<file path="src/rtl/m_ext_pkg.sv">
// Shared M-extension definitions: divide funct3 encodings, issue-controller states,
// the divide-by-zero quotient and the divider start-to-finished latency.
package m_ext_pkg;

    localparam logic [2:0] F3_DIV  = 3'b100;
    localparam logic [2:0] F3_DIVU = 3'b101;
    localparam logic [2:0] F3_REM  = 3'b110;
    localparam logic [2:0] F3_REMU = 3'b111;

    localparam logic [31:0] DIV_ZERO_QUOT = 32'hFFFF_FFFF;
    localparam int unsigned DIV_LATENCY   = 34;

    typedef enum logic [2:0] {
        IDLE,
        SYNC,
        LAUNCH,
        WAIT,
        ZERO,
        DRAIN,
        DONE
    } div_state_e;

    function automatic logic is_div_op(input logic [2:0] f3);
        return f3 inside {F3_DIV, F3_DIVU, F3_REM, F3_REMU};
    endfunction

    function automatic logic is_rem_op(input logic [2:0] f3);
        return (f3 == F3_REM) || (f3 == F3_REMU);
    endfunction

endpackage

</file>
<file path="src/rtl/div_result_cache.sv">
// Single-entry memo of the last completed divider result {funct3, rs1, rs2, result}.
// Only instantiated when DIV_RESULT_CACHE_EN is defined.
module div_result_cache #(
    parameter int unsigned XLEN = 32
) (
    input  logic            clk,
    input  logic            rst,
    input  logic            wr_en_i,
    input  logic [2:0]      wr_op_i,
    input  logic [XLEN-1:0] wr_a_i,
    input  logic [XLEN-1:0] wr_b_i,
    input  logic [XLEN-1:0] wr_res_i,
    input  logic [2:0]      lk_op_i,
    input  logic [XLEN-1:0] lk_a_i,
    input  logic [XLEN-1:0] lk_b_i,
    output logic            hit_c_o,
    output logic [XLEN-1:0] res_o
);

    logic            vld_q;
    logic [2:0]      op_q;
    logic [XLEN-1:0] a_q;
    logic [XLEN-1:0] b_q;
    logic [XLEN-1:0] res_q;

    always_ff @(posedge clk or posedge rst) begin
        if (rst) begin
            vld_q <= 1'b0;
            op_q  <= '0;
            a_q   <= '0;
            b_q   <= '0;
            res_q <= '0;
        end else if (wr_en_i) begin
            vld_q <= 1'b1;
            op_q  <= wr_op_i;
            a_q   <= wr_a_i;
            b_q   <= wr_b_i;
            res_q <= wr_res_i;
        end
    end

    assign hit_c_o = vld_q && (op_q == lk_op_i) && (a_q == lk_a_i) && (b_q == lk_b_i);
    assign res_o   = res_q;

endmodule

</file>
<file path="src/rtl/div_issue_ctrl.sv">
// Execute-stage issue controller for DIV/DIVU/REM/REMU: resolves /0 locally, otherwise drives the
// divider start/busy/finished handshake. Optional last-result memo under DIV_RESULT_CACHE_EN.
module div_issue_ctrl
    import m_ext_pkg::*;
#(
    parameter int unsigned XLEN = 32,
    parameter int unsigned RD_W = 5
) (
    input  logic            clk,
    input  logic            rst,
    input  logic            req_valid,
    input  logic [2:0]      req_funct3,
    input  logic [XLEN-1:0] req_rs1,
    input  logic [XLEN-1:0] req_rs2,
    input  logic [RD_W-1:0] req_rd,
    input  logic            flush,
    output logic            stall,
    output logic            wb_valid,
    output logic [RD_W-1:0] wb_rd,
    output logic [XLEN-1:0] wb_data,
    output logic            dv_start,
    output logic [2:0]      dv_div_op,
    output logic [XLEN-1:0] dv_dividend,
    output logic [XLEN-1:0] dv_divisor,
    input  logic            dv_busy,
    input  logic            dv_finished,
    input  logic [XLEN-1:0] dv_result
);

    div_state_e      state_q;
    logic [2:0]      op_q;
    logic [XLEN-1:0] a_q;
    logic [XLEN-1:0] b_q;
    logic [RD_W-1:0] rd_q;
    logic [RD_W-1:0] wb_rd_q;
    logic [XLEN-1:0] wb_data_q;
    logic            start_q;
    logic            wb_valid_q;
    logic            fin_wait_q;
    logic            hit_q;

    logic            req_ok_c;
    logic            cache_hit_c;
    logic [XLEN-1:0] cache_res_c;

    assign req_ok_c = req_valid && is_div_op(req_funct3);

`ifdef DIV_RESULT_CACHE_EN
    logic cache_wr_c;

    assign cache_wr_c = (state_q == WAIT) && dv_finished && !flush;

    div_result_cache #(.XLEN(XLEN)) u_cache (
        .clk      (clk),
        .rst      (rst),
        .wr_en_i  (cache_wr_c),
        .wr_op_i  (op_q),
        .wr_a_i   (a_q),
        .wr_b_i   (b_q),
        .wr_res_i (dv_result),
        .lk_op_i  (req_funct3),
        .lk_a_i   (req_rs1),
        .lk_b_i   (req_rs2),
        .hit_c_o  (cache_hit_c),
        .res_o    (cache_res_c)
    );
`else
    assign cache_hit_c = 1'b0;
    assign cache_res_c = '0;
`endif

    // Issue FSM; fin_wait_q tells DRAIN whether a start actually reached the divider.
    always_ff @(posedge clk or posedge rst) begin
        if (rst) begin
            state_q    <= IDLE;
            op_q       <= '0;
            a_q        <= '0;
            b_q        <= '0;
            rd_q       <= '0;
            wb_rd_q    <= '0;
            wb_data_q  <= '0;
            start_q    <= 1'b0;
            wb_valid_q <= 1'b0;
            fin_wait_q <= 1'b0;
            hit_q      <= 1'b0;
        end else begin
            start_q    <= 1'b0;
            wb_valid_q <= 1'b0;
            case (state_q)
                IDLE: begin
                    if (req_ok_c) begin
                        op_q  <= req_funct3;
                        a_q   <= req_rs1;
                        b_q   <= req_rs2;
                        rd_q  <= req_rd;
                        hit_q <= cache_hit_c;
                        if ((req_rs2 == '0) || cache_hit_c) begin
                            state_q <= ZERO;
                        end else if (dv_busy) begin
                            state_q <= SYNC;
                        end else begin
                            state_q <= LAUNCH;
                            start_q <= 1'b1;
                        end
                    end
                end
                SYNC: begin
                    if (flush) begin
                        state_q <= IDLE;
                    end else if (!dv_busy) begin
                        state_q <= LAUNCH;
                        start_q <= 1'b1;
                    end
                end
                LAUNCH: begin
                    if (flush) begin
                        state_q    <= DRAIN;
                        fin_wait_q <= 1'b0;
                    end else begin
                        state_q <= WAIT;
                    end
                end
                WAIT: begin
                    if (flush) begin
                        state_q    <= dv_finished ? IDLE : DRAIN;
                        fin_wait_q <= 1'b1;
                    end else if (dv_finished) begin
                        wb_data_q  <= dv_result;
                        wb_rd_q    <= rd_q;
                        wb_valid_q <= 1'b1;
                        state_q    <= DONE;
                    end
                end
                ZERO: begin
                    if (flush) begin
                        state_q <= IDLE;
                    end else begin
                        wb_data_q  <= hit_q ? cache_res_c
                                    : (is_rem_op(op_q) ? a_q : XLEN'(DIV_ZERO_QUOT));
                        wb_rd_q    <= rd_q;
                        wb_valid_q <= 1'b1;
                        state_q    <= DONE;
                    end
                end
                DRAIN: begin
                    if (fin_wait_q ? dv_finished : !dv_busy) begin
                        state_q <= IDLE;
                    end
                end
                DONE: begin
                    state_q <= IDLE;
                end
                default: begin
                    state_q <= IDLE;
                end
            endcase
        end
    end

    // A flush landing on the LAUNCH or DONE cycle must still squash the pulse it coincides with.
    assign dv_start    = start_q && !flush;
    assign wb_valid    = wb_valid_q && !flush;
    assign stall       = (state_q == IDLE) ? req_ok_c : (state_q != DONE);
    assign wb_rd       = wb_rd_q;
    assign wb_data     = wb_data_q;
    assign dv_div_op   = op_q;
    assign dv_dividend = a_q;
    assign dv_divisor  = b_q;

endmodule
</file>
<file path="config.mk">
export PLATFORM = sky130hd
export DESIGN_NAME = div_issue_ctrl
export DESIGN_NICKNAME = d
export VERILOG_FILES = /design/src/rtl/m_ext_pkg.sv /design/src/rtl/div_result_cache.sv /design/src/rtl/div_issue_ctrl.sv
export SDC_FILE = /design/constraint.sdc
export NUM_CORES = 1
export LEC_CHECK = 0
export ABC_AREA = 1
export CORE_ASPECT_RATIO = 1.75
export CORE_MARGIN = 10
export CORE_UTILIZATION = 43
export CTS_BUF_LIST = sky130_fd_sc_hd__clkbuf_4 sky130_fd_sc_hd__clkbuf_8 sky130_fd_sc_hd__clkbuf_16
export CTS_CLUSTER_DIAMETER = 40
export CTS_CLUSTER_SIZE = 24
export DETAILED_ROUTE_END_ITERATION = 10
export PLACE_DENSITY = 0.86
export SLEW_MARGIN = 15
export SYNTH_ARGS = -nofsm -noshare
export SYNTH_HDL_FRONTEND = slang
export SYNTH_SLANG_ARGS = --single-unit
export TNS_END_PERCENT = 10
</file>
<file path="constraint.sdc">
create_clock -name clk -period 4.8 [get_ports clk]
set_input_delay 0.48 -clock clk [delete_from_list [all_inputs] [get_ports clk]]
set_output_delay 0.48 -clock clk [all_outputs]
set_load 0.1 [all_outputs]
</file>
==> metrics.yaml, run 1 <==
final_timing:
  fmax_mhz: 343
  hold_viol_final: 0
  finalSetupViolCount: 0
  tightest_slew_ns: 1.06
setup_path:
  critical_path_cell_count: 3
  crit_top_cell: "clkdlybuf4s50_1"
  path_class: "in -> out"
  timing.critical_path.max_delay_family: "buffers and inverters"
global_route:
  grt_pass1_wl_um: 25000
synth:
  aoi_share_pct: 8.38
  yosys.cell_count.top_type: "dfrtp_1"
floorplan:
  taps: 135
  core_um2: 11600
layout:
  n_all_inverters: 22
  drive_gt1_share_pct: 16.5
  fin_nets: 779
  fillers: 890
  final_layout_top_logic_cell: "clkdlybuf4s50_1"
  comb-cell-share_pct: 25.6
clock_network:
  cts.clk_slew.worst_paths_ns: 0.05
status:
  status: "complete, no violations"
place:
  hpwl_um: 12200
  place_inst: 785
run_1/final_congestion.png
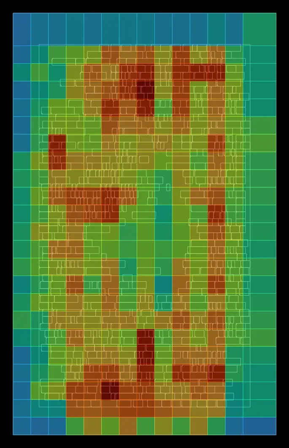
met1 global-route usage: 19.1%
WL/cell: 19.8 um
met3 GRT Util: 6.07%
Util after Layout: 67.9%
met2 global-route usage: 35.0%

run_1/drive_strength.png
(3 px per um)
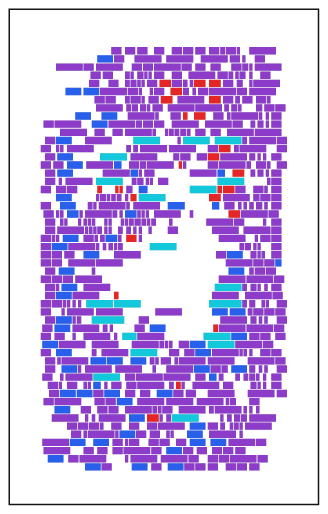
[cyan] drive 6 and up | cells: 20 | share: 2.9% | most used: clkbuf_16
[red] drive 2 | cells: 25 | share: 3.7% | most used: mux2_2
[purple] drive 1 or less | cells: 568 | share: 84% | most used: clkdlybuf4s50_1
[blue] drive 3 to 4 | cells: 67 | share: 9.9% | most used: mux2_4

run_1/gate_families.png
(3 px per um)
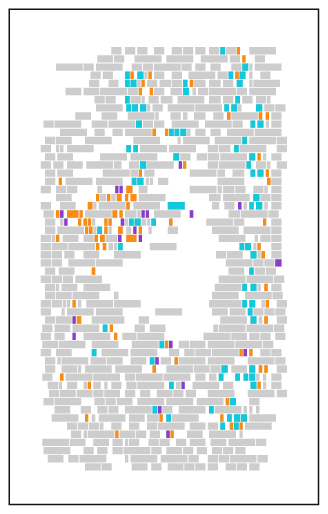
[cyan] inverting AOI/OAI gates | cells: 77
[orange] NAND gates | cells: 79
[purple] inverters | cells: 22

==> run 1 -> run 2 <==
==> constraint.sdc (replaced) <==
create_clock -name clk -period 2.8 [get_ports clk]
set_input_delay 0.28 -clock clk [delete_from_list [all_inputs] [get_ports clk]]
set_output_delay 0.28 -clock clk [all_outputs]
set_load 0.1 [all_outputs]
run_2/met3.png
(4 px per um)
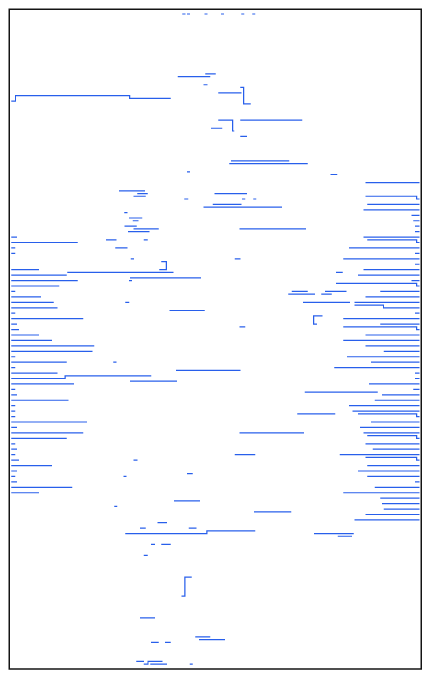
main direction: horizontal
share of all routed wire: 9.2%
nets with wire on the layer: 154
wire length on this layer: 1550 um

==> run 2 against run 1 <==
Synthesized cell count unchanged. Worst hold slack worse by 0.12 ns. Routed wire length up 4.1%. Sequential share of layout area up 0.57 points. First-iteration DRC count up 37%. Clock skew down 0.0041 ns. Via count up 4.7%. Cell count up 0.86%. Clock-buffer cell count up 3. Critical endpoint is now dv_divisor[5]. Highest routed layer unchanged.
==> metrics.yaml, run 2 <==
global_route:
  grt_max_degree: 51
  grt_pass1_wl_um: 25500
  grt_use_met3_pct: 7.41
  use_met2_pct: 34.8
setup_path:
  path_class: "reg -> reg"
  critical_path_cell_count: 6
  crit_top_cell: "nor2_4"
  timing.critical_path.max_delay_family: "simple AND/OR/NAND/NOR gates"
  critPathArrivalTime_ns: 2.27
synth:
  ys_types: 24
  yosys.cell_count.top_type: "dfrtp_1"
  post-synth-top-area-cell: "dfrtp_1"
  ys_ff: 115
  logic_family: "multiplexers"
  area_leaders: "dfrtp_1 56%, mux2_4 16%, nand2_1 5.1%"
  ys_cells: 456
  aoi_share_pct: 8.38
final_timing:
  finalCritPeriodShare_pct: 71.0
  finalSetupViolCount: 0
  tightest_slew_ns: 1.00
  fmax_mhz: 503
  fin_worst_skew_ns: 0.00633
  hold_viol_final: 0
layout:
  final_util_pct: 66.8
  dominant_cells: "sequential cells"
  comb-cell-share_pct: 26.0
  instances_no_fill: 822
  n_all_inverters: 22
  drive_gt1_share_pct: 32.7
  comb_area_um2: 2030
  final_layout_top_logic_cell: "dfrtp_1"
  final-seq-area_um2: 2880
  fillers: 883
  fin_nets: 783
  seq_area_share_pct: 37.0
status:
  status: "complete, no violations"
floorplan:
  core_um2: 11600
  taps: 135
routing:
  num_vias: 4387
  ant_nets: 0
clock_network:
  cts_resized: 0
  clockRootBuffer: "clkbuf_16"
  cts.clk_slew.worst_paths_ns: 0.05
place:
  hpwl_um: 12700
  dpl_worst_slack_ns: 0.678
  place_inst: 789
run_2/final_congestion.png
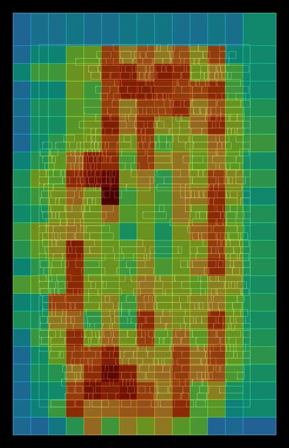
met1 global-route usage: 19.0%
WL/cell: 20.4 um

